`src/rtl/enemy_controller.sv`:
```
// Per-enemy chase / windup / strike / cooldown sequencer.
// Position, facing and attack flags are all registered, paced by the frame tick.
module enemy_controller #(
  parameter int         id              = 0,
  parameter logic [8:0] X_MIN           = 9'd16,
  parameter logic [8:0] X_MAX           = 9'd454,
  parameter logic [8:0] Y_MIN           = 9'd16,
  parameter logic [8:0] Y_MAX           = 9'd294,
  parameter logic [8:0] STEP            = 9'd1,
  parameter logic [8:0] ATTACK_RANGE    = 9'd20,
  parameter logic [5:0] WINDUP_FRAMES   = 6'd8,
  parameter logic [5:0] COOLDOWN_FRAMES = 6'd30,
  parameter logic [8:0] KNOCKBACK       = 9'd8
) (
  input  logic       Clk,
  input  logic       Reset,
  input  logic       game_frame_clk_rising_edge,
  input  logic [8:0] Player_X,
  input  logic [8:0] Player_Y,
  input  logic       Enemy_Alive,
  input  logic       Enemy_Is_Attacked,
  input  logic       Enemy_Is_Attacked2,
  output logic [8:0] Enemy_X,
  output logic [8:0] Enemy_Y,
  output logic [1:0] Enemy_Direction,
  output logic       Enemy_Attack_On,
  output logic       Enemy_Attack_Valid,
  output logic [2:0] Enemy_State
);

  typedef enum logic [2:0] {
    DEAD     = 3'd0,
    CHASE    = 3'd1,
    WINDUP   = 3'd2,
    STRIKE   = 3'd3,
    COOLDOWN = 3'd4
  } state_e;

  localparam logic [1:0] ID_B    = id[1:0];
  localparam logic [8:0] SPAWN_X = ID_B[0] ? X_MAX : X_MIN;
  localparam logic [8:0] SPAWN_Y = ID_B[1] ? Y_MAX : Y_MIN;
  localparam logic [9:0] KB2_W   = {KNOCKBACK, 1'b0};
  localparam logic [8:0] KB2     = KB2_W[9] ? 9'h1FF : KB2_W[8:0];
  localparam logic [5:0] WU_LAST = WINDUP_FRAMES - 6'd1;
  localparam logic [5:0] CD_LAST = COOLDOWN_FRAMES - 6'd1;

  state_e     state_q, state_d;
  logic [8:0] x_q, x_d;
  logic [8:0] y_q, y_d;
  logic [1:0] dir_q, dir_d;
  logic [5:0] cnt_q, cnt_d;

  logic signed [9:0] dx, dy;
  logic [9:0]        adx, ady;
  logic              in_rng;
  logic              hit;
  logic [8:0]        kb;
  logic signed [11:0] xs, ys;

  function automatic logic [8:0] sat(
    input logic signed [11:0] v,
    input logic [8:0]         lo,
    input logic [8:0]         hi
  );
    logic signed [11:0] los, his;
    los = $signed({3'b000, lo});
    his = $signed({3'b000, hi});
    if (v < los)      sat = lo;
    else if (v > his) sat = hi;
    else              sat = v[8:0];
  endfunction

  assign dx     = $signed({1'b0, Player_X}) - $signed({1'b0, x_q});
  assign dy     = $signed({1'b0, Player_Y}) - $signed({1'b0, y_q});
  assign adx    = dx[9] ? 10'(-dx) : 10'(dx);
  assign ady    = dy[9] ? 10'(-dy) : 10'(dy);
  assign in_rng = (adx <= {1'b0, ATTACK_RANGE}) &&
                  (ady <= {1'b0, ATTACK_RANGE});
  assign hit    = Enemy_Is_Attacked | Enemy_Is_Attacked2;
  assign kb     = Enemy_Is_Attacked2 ? KB2 : KNOCKBACK;
  assign xs     = $signed({3'b000, x_q});
  assign ys     = $signed({3'b000, y_q});

  // Next-state: death override, then per-tick FSM, then knockback displacement
  always_comb begin
    state_d = state_q;
    x_d     = x_q;
    y_d     = y_q;
    dir_d   = dir_q;
    cnt_d   = cnt_q;
    if (!Enemy_Alive) begin
      state_d = DEAD;
      x_d     = SPAWN_X;
      y_d     = SPAWN_Y;
      cnt_d   = '0;
    end else if (game_frame_clk_rising_edge) begin
      unique case (state_q)
        DEAD: state_d = CHASE;
        CHASE: begin
          if (in_rng) begin
            state_d = WINDUP;
            cnt_d   = '0;
          end else if (!hit) begin
            if (adx >= ady) begin
              if (dx[9]) begin
                x_d   = sat(xs - $signed({3'b000, STEP}), X_MIN, X_MAX);
                dir_d = 2'd1;
              end else begin
                x_d   = sat(xs + $signed({3'b000, STEP}), X_MIN, X_MAX);
                dir_d = 2'd3;
              end
            end else begin
              if (dy[9]) begin
                y_d   = sat(ys - $signed({3'b000, STEP}), Y_MIN, Y_MAX);
                dir_d = 2'd2;
              end else begin
                y_d   = sat(ys + $signed({3'b000, STEP}), Y_MIN, Y_MAX);
                dir_d = 2'd0;
              end
            end
          end
        end
        WINDUP: begin
          if (!in_rng || hit) begin
            state_d = CHASE;
            cnt_d   = '0;
          end else if (cnt_q == WU_LAST) begin
            state_d = STRIKE;
          end else begin
            cnt_d = cnt_q + 6'd1;
          end
        end
        STRIKE: begin
          state_d = COOLDOWN;
          cnt_d   = '0;
        end
        COOLDOWN: begin
          if (cnt_q == CD_LAST) begin
            state_d = CHASE;
            cnt_d   = '0;
          end else begin
            cnt_d = cnt_q + 6'd1;
          end
        end
        default: state_d = DEAD;
      endcase
      if (hit && state_q != DEAD) begin
        unique case (dir_q)
          2'd0: y_d = sat(ys - $signed({3'b000, kb}), Y_MIN, Y_MAX);
          2'd1: x_d = sat(xs + $signed({3'b000, kb}), X_MIN, X_MAX);
          2'd2: y_d = sat(ys + $signed({3'b000, kb}), Y_MIN, Y_MAX);
          default: x_d = sat(xs - $signed({3'b000, kb}), X_MIN, X_MAX);
        endcase
      end
    end
  end

  // State, position, facing and frame counter registers
  always_ff @(posedge Clk) begin
    if (Reset) begin
      state_q <= DEAD;
      x_q     <= SPAWN_X;
      y_q     <= SPAWN_Y;
      dir_q   <= 2'd0;
      cnt_q   <= '0;
    end else begin
      state_q <= state_d;
      x_q     <= x_d;
      y_q     <= y_d;
      dir_q   <= dir_d;
      cnt_q   <= cnt_d;
    end
  end

  assign Enemy_X            = x_q;
  assign Enemy_Y            = y_q;
  assign Enemy_Direction    = dir_q;
  assign Enemy_State        = state_q;
  assign Enemy_Attack_On    = (state_q == WINDUP) || (state_q == STRIKE);
  assign Enemy_Attack_Valid = (state_q == STRIKE);

endmodule

```
`config.mk`:
```
export PLATFORM = sky130hd
export DESIGN_NAME = enemy_controller
export DESIGN_NICKNAME = d
export VERILOG_FILES = /design/src/rtl/enemy_controller.sv
export SDC_FILE = /design/constraint.sdc
export NUM_CORES = 1
export LEC_CHECK = 0
export CAP_MARGIN = 40
export CORE_UTILIZATION = 35
export CTS_CLUSTER_DIAMETER = 60
export DETAILED_ROUTE_END_ITERATION = 12
export SYNTH_ARGS = -nofsm -noshare
export SYNTH_HDL_FRONTEND = slang
export SYNTH_SLANG_ARGS = --single-unit
```
`constraint.sdc`:
```
create_clock -name Clk -period 15.4 [get_ports Clk]
set_input_delay 3.08 -clock Clk [delete_from_list [all_inputs] [get_ports Clk]]
set_output_delay 3.08 -clock Clk [all_outputs]
set_load 0.005 [all_outputs]
```
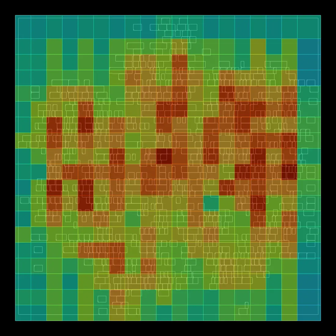
Run 1: routing congestion
M2 GR Usage: 35.2%
met1 GRT Util: 28.3%
Core Util, Final: 40.1%

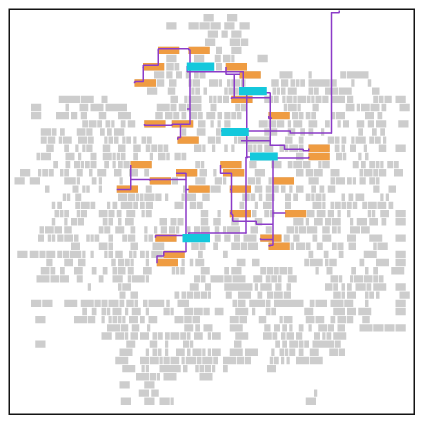
Run 1: clock network drawn from the DEF
(3 px per um)
[cyan] cells driving clock nets | count: 5
[orange] flip-flops | count: 29
[purple] clock wires | length: 520 um
routed clock nets: 6

==> metrics.cfg, run 1 <==
[clocking]
postCtsHoldBufs = 0
cts_buffer_depth = 2
clk_pin_slew_ns = 0.05
clock_latency_ns = 0.28
cts_tree = done
clock_sinks = 29
cts_buffers = 5
post_cts_buffers = 0
htree_num_levels = 2

[yosys]
synth_top_area_share_pct = 9.45
area_leaders = dfxtp_1 (9.4%), ha_1 (8.8%), nand2_1 (4.9%), o21ai_0 (4.6%), nor2_1 (4.3%)
syn_inst = 894
syn_nets = 967
yosysTopAreaCell = dfxtp_1
ff_type = dfxtp_1
ys_seq_share_pct = 9.45
synth_area_um2 = 6140
async_reset_ff_share_pct = 0
ys_cells = 894
yosysWarningCount = 0
syn-mean-instance-area_um2 = 6.87

[worst_setup_path]
crit_path_end_kind = register
required_ns = 15.56
startpoint_type = input port
cp_max_fo = 16
arrival_ns = 8.06
crit_type = in2reg

[routing]
vias = 6891
avgViaCountPerCell = 6.09
ant_nets = 0
drtIter0Drc = 573
post_drt_wl_per_cell_um = 16.9
routed_wl_um = 19100
drc = 0

[timing]
fin_skew_ns = 0.00292
finalCritPeriodShare_pct = 51.3
rsz0062_at_grt = no
finalHoldViolCount = 0
setup_viol_count_final = 0
max_slew.worst_pin.slew_ns = 0.981
finalSetupTns_ns = 0
drv_slew = 0
holdWs_ns = 0.534
slew_headroom_pct = 34.5

[min_path]
min_path_type = reg2reg

[placed_design]
dp_hpwl_um = 14800
gp_congestion = 0.908
portBuffers = 48

[floorplanning]
ios = 49
row_count = 48
die_x_um = 135
design.core.area_um2 = 17200

[power_and_ir_drop]
power_density_nw_per_um2 = 56.8
ir_worst_vdd_v = 0.0000427

[finish]
seq_area_um2 = 581
n_antenna_cell = 0
area_growth_pct = 12.6
lay_top_cells = nand2_1 (81), nor2_1 (70), o21ai_0 (57), a21oi_1 (51), clkdlybuf4s50_1 (48)
drive_above_1_share_pct = 4.52
fill_cells = 1847
lay_top_count = nand2_1

[global_route]
gr-total-overflow = 0
grt_usage_pct = 20.9
grt_pass1_wl_um = 31100
grt_pass1_vias = 6230

[flow_run]
tool_warnings = 33
maxCapViolCount = 0

[run_status]
status = completed

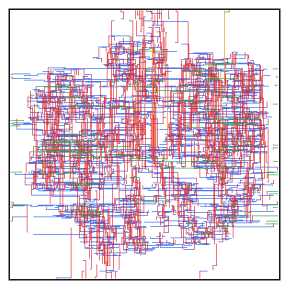
Run 1: wiring by layer
(2 px per um)
| color | layer | wire length |
|---|---|---|
| orange | met4 | 291 um |
| green | met3 | 964 um |
| blue | met1 | 9060 um |
| red | met2 | 8770 um |

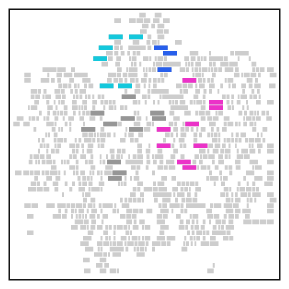
Run 1: sequential cells grouped by signal name
(2 px per um) Other sequential cells in the stronger gray, the rest of the logic in the fainter gray.
| color | signal | sequential cells |
|---|---|---|
| magenta | Enemy_Y | 9 |
| cyan | cnt_q | 6 |
| blue | Enemy_State | 3 |

run 1: cells in the mapped netlist, types with 16 or more instances:
cell      number
nor3_1        41
o211ai_1      16
nor2_1        70
nand2_1       81
a31oi_1       19
nand2b_1      18
o21ai_0       57
ha_1          43
a211oi_1      21
dfxtp_1       29
clkbuf_1      38
inv_1         37
xnor2_1       30
nand3_1       43
a21oi_1       51
run 1: metal layers:
metal | part of all wire [%] | vias up | GRT usage (%) | routed length, um
li1 | - | 3431 | - | -
met1 | 47 | 3211 | 28.3 | 9060
met2 | 46 | 227 | 35.2 | 8770
met3 | 5.1 | 22 | 2.33 | 964
met4 | 1.5 | 0 | 5.62 | 291
met5 | 0 | - | 0 | 0
run 1: report_power, final:
part	internal [mW]	total (mW)	switching, mW
combinational	0.0797	0.194	0.114
sequential	0.0769	0.0834	0.00648
clock	0.0807	0.116	0.0349
total	0.237	0.393	0.156
run 1: flip-flops by register name, indices dropped and copies added (netlist names):
register,cells
Enemy_X,9
Enemy_Y,9
cnt_q,6
Enemy_State,3
Enemy_Direction,2
run 1: final cells by class:
type	instances	share of cell area, %
Clock inverter	1	0.434
Multi-Input combinational cell	775	75.3
Timing Repair Buffer	53	7.49
Clock buffer	7	2.06
Inverter	42	2.28
Sequential cell	29	8.39
Tap cell	225	4.07
run 1: worst paths after layout:
kind	from	endpoint	slack, ns	depth (start not counted)
hold reg to reg	cnt_q[1]	cnt_q[1]	0.53	2
hold / removal	cnt_q[1]	cnt_q[1]	0.53	2
setup / recovery	Player_Y[0]	Enemy_Y[4]	7.50	19
setup reg to reg	Enemy_X[5]	Enemy_Y[4]	9.57	17
run 1: metrics by stage:
step | std cells | instance area (um^2) | total power, mW | util [%] | worst slack (ns)
2_1_floorplan | 894 | 6140 | 0.231 | - | 8.44
3_3_place_gp | 1124 | 6750 | 0.277 | 39.1 | 7.38
3_5_place_dp | 1124 | 6750 | 0.277 | 39.1 | 7.24
4_1_cts | 1132 | 6920 | 0.394 | 40.1 | 7.51
5_1_grt | 1132 | 6920 | 0.421 | 40.1 | 7.05
6_report | 1132 | 6920 | 0.393 | 40.1 | 7.50
run 1: logic make-up after synthesis:
kind of cell / count (synthesis) / synth area share (%)
muxes: 12 / 2.02
buffers and inverters: 90 / 5.78
and+or+nand+nor: 361 / 29.9
DFF: 29 / 9.45
adders and majority gates: 50 / 10.9
xor gates and xnor gates: 45 / 6.41
AOI/OAI and AO/OA: 307 / 35.6
run 1: critical path, stage by stage:
cell and delay [ns]:
clkdlybuf4s50_1 0.45, inv_1 0.04, ha_1 0.22, fa_1 0.40
xor2_1 0.46, nand2_1 0.14, a21o_1 0.21, a211o_1 0.31
a21oi_1 0.29, nor2_1 0.09, ha_1 0.30, a211oi_1 0.19
o21ai_0 0.12, a21oi_1 0.14, a41o_1 0.18, nand2_1 0.11
a211oi_2 0.78, o31ai_1 0.17, a311o_1 0.38
## Run 2: what changed since run 1
==> constraint.sdc (replaced) <==
create_clock -name Clk -period 7.5 [get_ports Clk]
set_input_delay 1.5 -clock Clk [delete_from_list [all_inputs] [get_ports Clk]]
set_output_delay 1.5 -clock Clk [all_outputs]
set_load 0.005 [all_outputs]
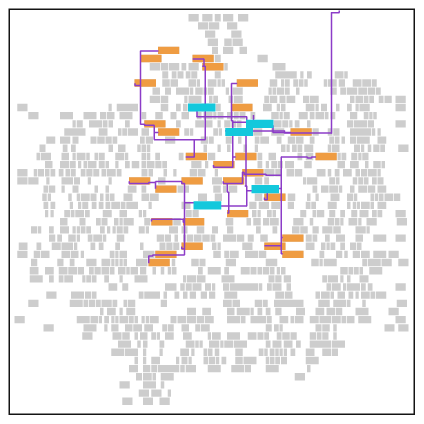
Run 2: clock network drawn from the DEF
(3 px per um)
[orange] flip-flops | count: 29
[cyan] cells driving clock nets | count: 5
[purple] clock wires | length: 492 um
routed clock nets: 6

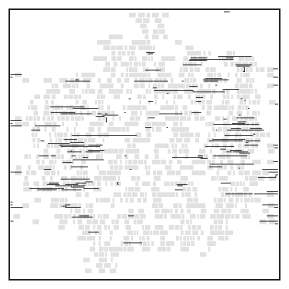
Run 2: signal wires on met3
(2 px per um)
wire length on this layer: 1010 um
nets with wire on the layer: 118
main direction: horizontal

==> run 2 against run 1 <==
Core utilization is 0.073 points lower. Power is 93% higher. Synthesized area stayed put. Critical path depth is 1 higher. Count of clock-buffer cells in the layout is 2 lower. Largest cell class unchanged. Worst setup slack worse by 6.0 ns. Register-to-register slack worse by 7.5 ns. Cell count is 0.18% higher. First-iteration DRC count is 3.0% lower. Flip-flop count stayed put.
==> metrics.cfg, run 2 <==
[power_and_ir_drop]
ir_worst_vdd_v = 0.0000639
power_density_nw_per_um2 = 110
p_total_mw = 0.760
p_leak_nw = 2.45

[finish]
lay_top_count = nand2_1
stdcell_count = 1134
fin_util_pct = 40.1
fin_nets = 983
lay_top_cells = nand2_1 (81), nor2_1 (70), o21ai_0 (57), a21oi_1 (51), clkdlybuf4s50_1 (48)
n_antenna_cell = 0
drive_above_1_share_pct = 4.84
area_growth_pct = 12.4
fin_area_um2 = 6910

[yosys]
yosysTopAreaCell = dfxtp_1
syn_nets = 967
area_leaders = dfxtp_1 (9.4%), ha_1 (8.8%), nand2_1 (4.9%), o21ai_0 (4.6%), nor2_1 (4.3%)
syn_inst = 894
synth-edff-count = 0
ys_cells = 894
numSynthFlops = 29
synth_top_cell_by_count = nand2_1
ff_type = dfxtp_1
synth.distinct_cells = 82
syn-mean-instance-area_um2 = 6.87
ys_seq_share_pct = 9.45
synth_top_area_share_pct = 9.45
yosysWarningCount = 0
ys_area_um2 = 6140
synth_area_um2 = 6140
async_reset_ff_share_pct = 0
common_cells = nand2_1 (81), nor2_1 (70), o21ai_0 (57)

[routing]
drtIter0Drc = 556
avgViaCountPerCell = 6.07
routed_wl_um = 19100
drt_pass1_iterations = 5
ant_nets = 0
drc = 0
vias = 6880
post_drt_wl_per_cell_um = 16.8

[floorplanning]
die_h_um = 135
die_area_um2 = 18100
initCoreUtil_pct = 35.6
design.core.area_um2 = 17200
row_count = 48
die_x_um = 135
ios = 49

[clocking]
root_buffer = clkbuf_16
clk_pin_slew_ns = 0.05
ctsResizeCount = 0
clock_latency_ns = 0.27
cts_tree = done
postCtsHoldBufs = 0
clock_sinks = 29
cts_buffers = 5
post_cts_buffers = 0
htree_num_levels = 2
cts_buffer_depth = 2

[global_route]
grt_pass1_vias = 6177
gr-total-overflow = 0
antenna_found_initial = 0
grt_pass1_wl_um = 31100
grt_usage_pct = 20.8
grt_max_degree = 37

[timing]
drv_slew = 0
finalHoldViolCount = 0
finalCritPeriodShare_pct = 79.4
slew_headroom_pct = 42.4
setup_viol_count_final = 0
finalWorstSetupSlack_ns = 1.54
holdWs_ns = 0.544
fin_skew_ns = 0.00551
period_minus_slack_ns = 5.96
rsz0062_at_grt = no
fmax_ghz = 0.168
max_slew.worst_pin.slew_ns = 0.858
finalSetupTns_ns = 0

[worst_setup_path]
crit_path_end_kind = register
arrival_ns = 6.15
crit_start = Player_Y[0]
cp_num_buf_inv = 3
crit_family = AND-OR/OR-AND gates
r2r_start = Enemy_X[7]
cp_max_fo = 11
startpoint_type = input port
path_cells = clkdlybuf4s50_1 -> inv_1 -> ha_1 -> fa_1 -> xor2_1 -> nand2_1 -> a21o_1 -> a211o_1 -> a21oi_1 -> nor2_1 -> ha_1 -> o2111ai_1 -> o21ai_0 -> a21oi_1 -> a41o_1 -> a21oi_1 -> a21boi_1 -> buf_4 -> mux2_2 -> o221ai_1
crit_type = in2reg
crit_slowest_cell = clkdlybuf4s50_1
required_ns = 7.69
cpPeakStageDelay_ns = 0.45
critPathMostFrequentCell = a21oi_1

[placed_design]
placed_area_um2 = 6780
dp_cells = 1128
portBuffers = 48
gp_congestion = 0.904
dp_hpwl_um = 14700
dp_slack_ns = 1.27

[min_path]
min-delay-start = cnt_q[1]
min_path_type = reg2reg

[run_status]
status = completed

[flow_run]
tool_warnings = 33
maxCapViolCount = 0

-- run 2: layout make-up --
cell class              count  area (um^2)
clock inverters             1         5.00
clock buffers               5          125
fillers                  1822        10300
flip-flops and latches     29          581
repair buffers             57          548
well taps                 225          282
inverters                  42          158
multi-input cells         775         5210
-- run 2: tightest hold or removal path: cells and delay by family, from the launching register on --
family          cells  cell delay, ns
flops               1            0.34
compound gates      2            0.15
-- run 2: cell families after synthesis --
family	synth area share [%]
AND-OR/OR-AND	35.6
AND/OR/NAND/NOR	29.9
multiplexers	2.02
buffers and inverters	5.78
XOR/XNOR	6.41
adder cells (fa/ha/maj)	10.9
flip-flops	9.45
-- run 2: final timing paths --
kind / slack (ns) / end / cells past startpoint
worst min register to register: 0.54 / cnt_q[1] / 2
worst min-delay path: 0.54 / cnt_q[1] / 2
worst max register to register: 2.05 / Enemy_Y[4] / 18
worst max-delay path: 1.54 / Enemy_X[4] / 20
-- run 2: report_power, final --
| part | switching, mW | internal (mW) | leakage (nW) |
|---|---|---|---|
| Sequential | 0.0141 | 0.158 | 0.235 |
| Combinational | 0.238 | 0.165 | 2.15 |
| Clock | 0.0663 | 0.118 | 0.0655 |
| Total | 0.319 | 0.441 | 2.45 |
-- run 2: metal layers --
layer | share of wire, % | vias to the layer above | global-route usage [%]
met5 | 0 | - | 0
met1 | 47 | 3147 | 29.0
met2 | 45 | 267 | 33.9
met3 | 5.3 | 30 | 1.73
met4 | 1.9 | 0 | 6.55
li1 | - | 3436 | -
## Run 3: what changed since run 2
==> constraint.sdc (replaced) <==
create_clock -name Clk -period 4.93 [get_ports Clk]
set_input_delay 0.986 -clock Clk [delete_from_list [all_inputs] [get_ports Clk]]
set_output_delay 0.986 -clock Clk [all_outputs]
set_load 0.005 [all_outputs]
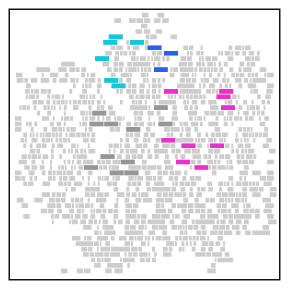
Run 3: sequential cells grouped by signal name
(2 px per um) Other sequential cells in the stronger gray, the rest of the logic in the fainter gray.
| color | signal | sequential cells |
|---|---|---|
| magenta | Enemy_Y | 9 |
| cyan | cnt_q | 6 |
| blue | Enemy_State | 3 |

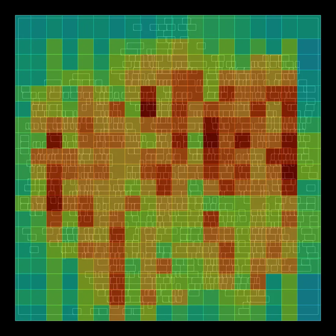
Run 3: routing congestion
met1 GRT Util: 30.7%
M2 GR Usage: 39.9%

==> run 3 against run 2 <==
Highest routed layer unchanged. Sequential share of layout area is 1.4 points lower. Non-clock buffer count is 133 higher. First-iteration DRC count is 6.5% higher. Die size stayed put. Final area is 21% higher. Global-route usage is 2.0 points higher. Critical endpoint is now Enemy_Y[4].
==> metrics.cfg, run 3 <==
[routing]
ant_nets = 0
drc = 0
vias = 7561
drtIter0Drc = 592
drt_pass1_iterations = 8
post_drt_wl_per_cell_um = 16.9
routed_wl_um = 21500
avgViaCountPerCell = 5.96

[global_route]
grt_usage_pct = 22.9
grt_pass1_vias = 6848
antenna_found_initial = 0
grt_max_degree = 29
gr-total-overflow = 0
grt_pass1_wl_um = 33900

[run_status]
status = completed

[floorplanning]
die_h_um = 135
row_count = 48
initCoreUtil_pct = 35.6
design.core.area_um2 = 17200
ios = 49
die_area_um2 = 18100
die_x_um = 135

[flow_run]
tool_warnings = 34
maxCapViolCount = 0

[yosys]
synth_top_cell_by_count = nand2_1
syn-mean-instance-area_um2 = 6.87
yosysWarningCount = 0
synth_top_area_share_pct = 9.45
synth.distinct_cells = 82
common_cells = nand2_1 (81), nor2_1 (70), o21ai_0 (57)
syn_inst = 894
ys_cells = 894
syn_nets = 967
numSynthFlops = 29
ff_type = dfxtp_1
ys_seq_share_pct = 9.45
ys_area_um2 = 6140
synth_area_um2 = 6140
async_reset_ff_share_pct = 0
synth-edff-count = 0
area_leaders = dfxtp_1 (9.4%), ha_1 (8.8%), nand2_1 (4.9%), o21ai_0 (4.6%), nor2_1 (4.3%)
yosysTopAreaCell = dfxtp_1

[power_and_ir_drop]
pwr-share-comb_pct = 58.8
p_int_mw = 0.911
ir_worst_vdd_v = 0.000133
netSwitchingPower_mw = 0.575
clock_power_share_pct = 24.5
p_leak_nw = 3.22
p_seq_share_pct = 16.7
power_density_nw_per_um2 = 178
p_sw_share_pct = 38.7

[timing]
finalWorstSetupSlack_ns = 0.178
setup_viol_count_final = 0
period_minus_slack_ns = 4.75
finalSetupTns_ns = 0
finalHoldViolCount = 0
slew_headroom_pct = 45.0
holdWs_ns = 0.524
finalCritPeriodShare_pct = 96.4
fin_skew_ns = 0.00441
drv_slew = 0
max_slew.worst_pin.slew_ns = 0.814
fmax_ghz = 0.210

[placed_design]
placed_area_um2 = 7680
gp_congestion = 0.932
portBuffers = 48
dp_slack_ns = -0.421
dp_hpwl_um = 16200

[clocking]
cts_buffer_depth = 2
postCtsHoldBufs = 0
htree_num_levels = 2
cts_buffers = 5
root_buffer = clkbuf_16
cts_tree = done
clk_pin_slew_ns = 0.05
clock_sinks = 29
clock_latency_ns = 0.28

[worst_setup_path]
crit_type = in2reg
startpoint_type = input port
crit_path_end_kind = register
cp_max_fo = 7
required_ns = 5.10
arrival_ns = 4.92

[finish]
area_growth_pct = 35.6
lay_top_count = buf_4
fin_area_um2 = 8330
fin_util_pct = 48.3
fill_cells = 1729
n_antenna_cell = 0
fin_nets = 1116
lay_top_cells = buf_4 (137), nand2_1 (78), nor2_1 (68), o21ai_0 (56)
drive_above_1_share_pct = 22.3

[min_path]
min_path_type = reg2reg

[run 3: cell counts after synthesis]
No cell type changed its count.
[run 3: area by class of cell]
type / count / area [um^2] / area share [%]
Clock buffer: 7 / 143 / 1.71
Clock inverter: 1 / 30.0 / 0.360
Inverter: 42 / 158 / 1.89
Multi-Input combinational cell: 775 / 5570 / 66.8
Tap cell: 225 / 282 / 3.38
Sequential cell: 29 / 581 / 6.97
Timing Repair Buffer: 190 / 1570 / 18.9
[run 3: cell families after synthesis]
| group | synth area share, % |
|---|---|
| AND-OR/OR-AND | 35.6 |
| multiplexers | 2.02 |
| buffers and inverters | 5.78 |
| flip-flops | 9.45 |
| AND/OR/NAND/NOR | 29.9 |
| adder cells (fa/ha/maj) | 10.9 |
| XOR/XNOR | 6.41 |
[run 3: critical path: stages]
cell and delay (ns):
clkdlybuf4s50_1 0.51, ha_4 0.23, or2_2 0.27, o31a_1 0.14, xor2_2 0.18, buf_4 0.16, a211o_1 0.32, a21oi_2 0.23
nor2_4 0.06, ha_4 0.27, o2111ai_2 0.08, o21ai_1 0.17, a21oi_1 0.08, a41o_1 0.26, nand2_2 0.13, a211oi_4 0.06
buf_6 0.17, buf_4 0.13, nor3b_2 0.14, a311o_1 0.31
[run 3: routing by layer]
metal / share of wire, % / GRT usage (%) / vias up
li1: - / - / 3699
met4: 1.9 / 5.56 / 0
met5: 0 / 0 / -
met2: 48 / 39.9 / 267
met3: 5.2 / 1.31 / 38
met1: 45 / 30.7 / 3557
[run 3: path summary, 6_finish.rpt]
path                from         end  slack (ns)  depth (start not counted)
max          Player_Y[3]  Enemy_Y[4]        0.18                         20
min             cnt_q[1]    cnt_q[1]        0.52                          2
max reg2reg   Enemy_Y[4]  Enemy_Y[4]        0.45                         19
min reg2reg     cnt_q[1]    cnt_q[1]        0.52                          2
[run 3: what timing repair did]
item,in CTS,in global routing
setup buffers,2,9
gates cloned,0,2
gates resized,4,78
endpoints found under the setup margin,6,22
pin swaps,3,38
[run 3: power by group through the flow]
| stage | sequential (mW) | clock [mW] | combinational, mW |
|---|---|---|---|
| after detailed placement | 0.253 | 0 | 0.762 |
| final | 0.248 | 0.365 | 0.873 |
| after CTS | 0.248 | 0.365 | 0.771 |
| after floorplan | 0.251 | 0 | 0.471 |
| after global routing | 0.249 | 0.378 | 0.956 |
| after global placement | 0.253 | 0 | 0.759 |
[run 3: per-stage QoR]
step | cells | power [mW]
5_1_grt | 1269 | 1.58
3_3_place_gp | 1248 | 1.01
3_5_place_dp | 1248 | 1.01
4_1_cts | 1258 | 1.38
6_report | 1269 | 1.49
2_1_floorplan | 894 | 0.722
Power figures rest on the tool's default switching activity, not on a simulated workload.
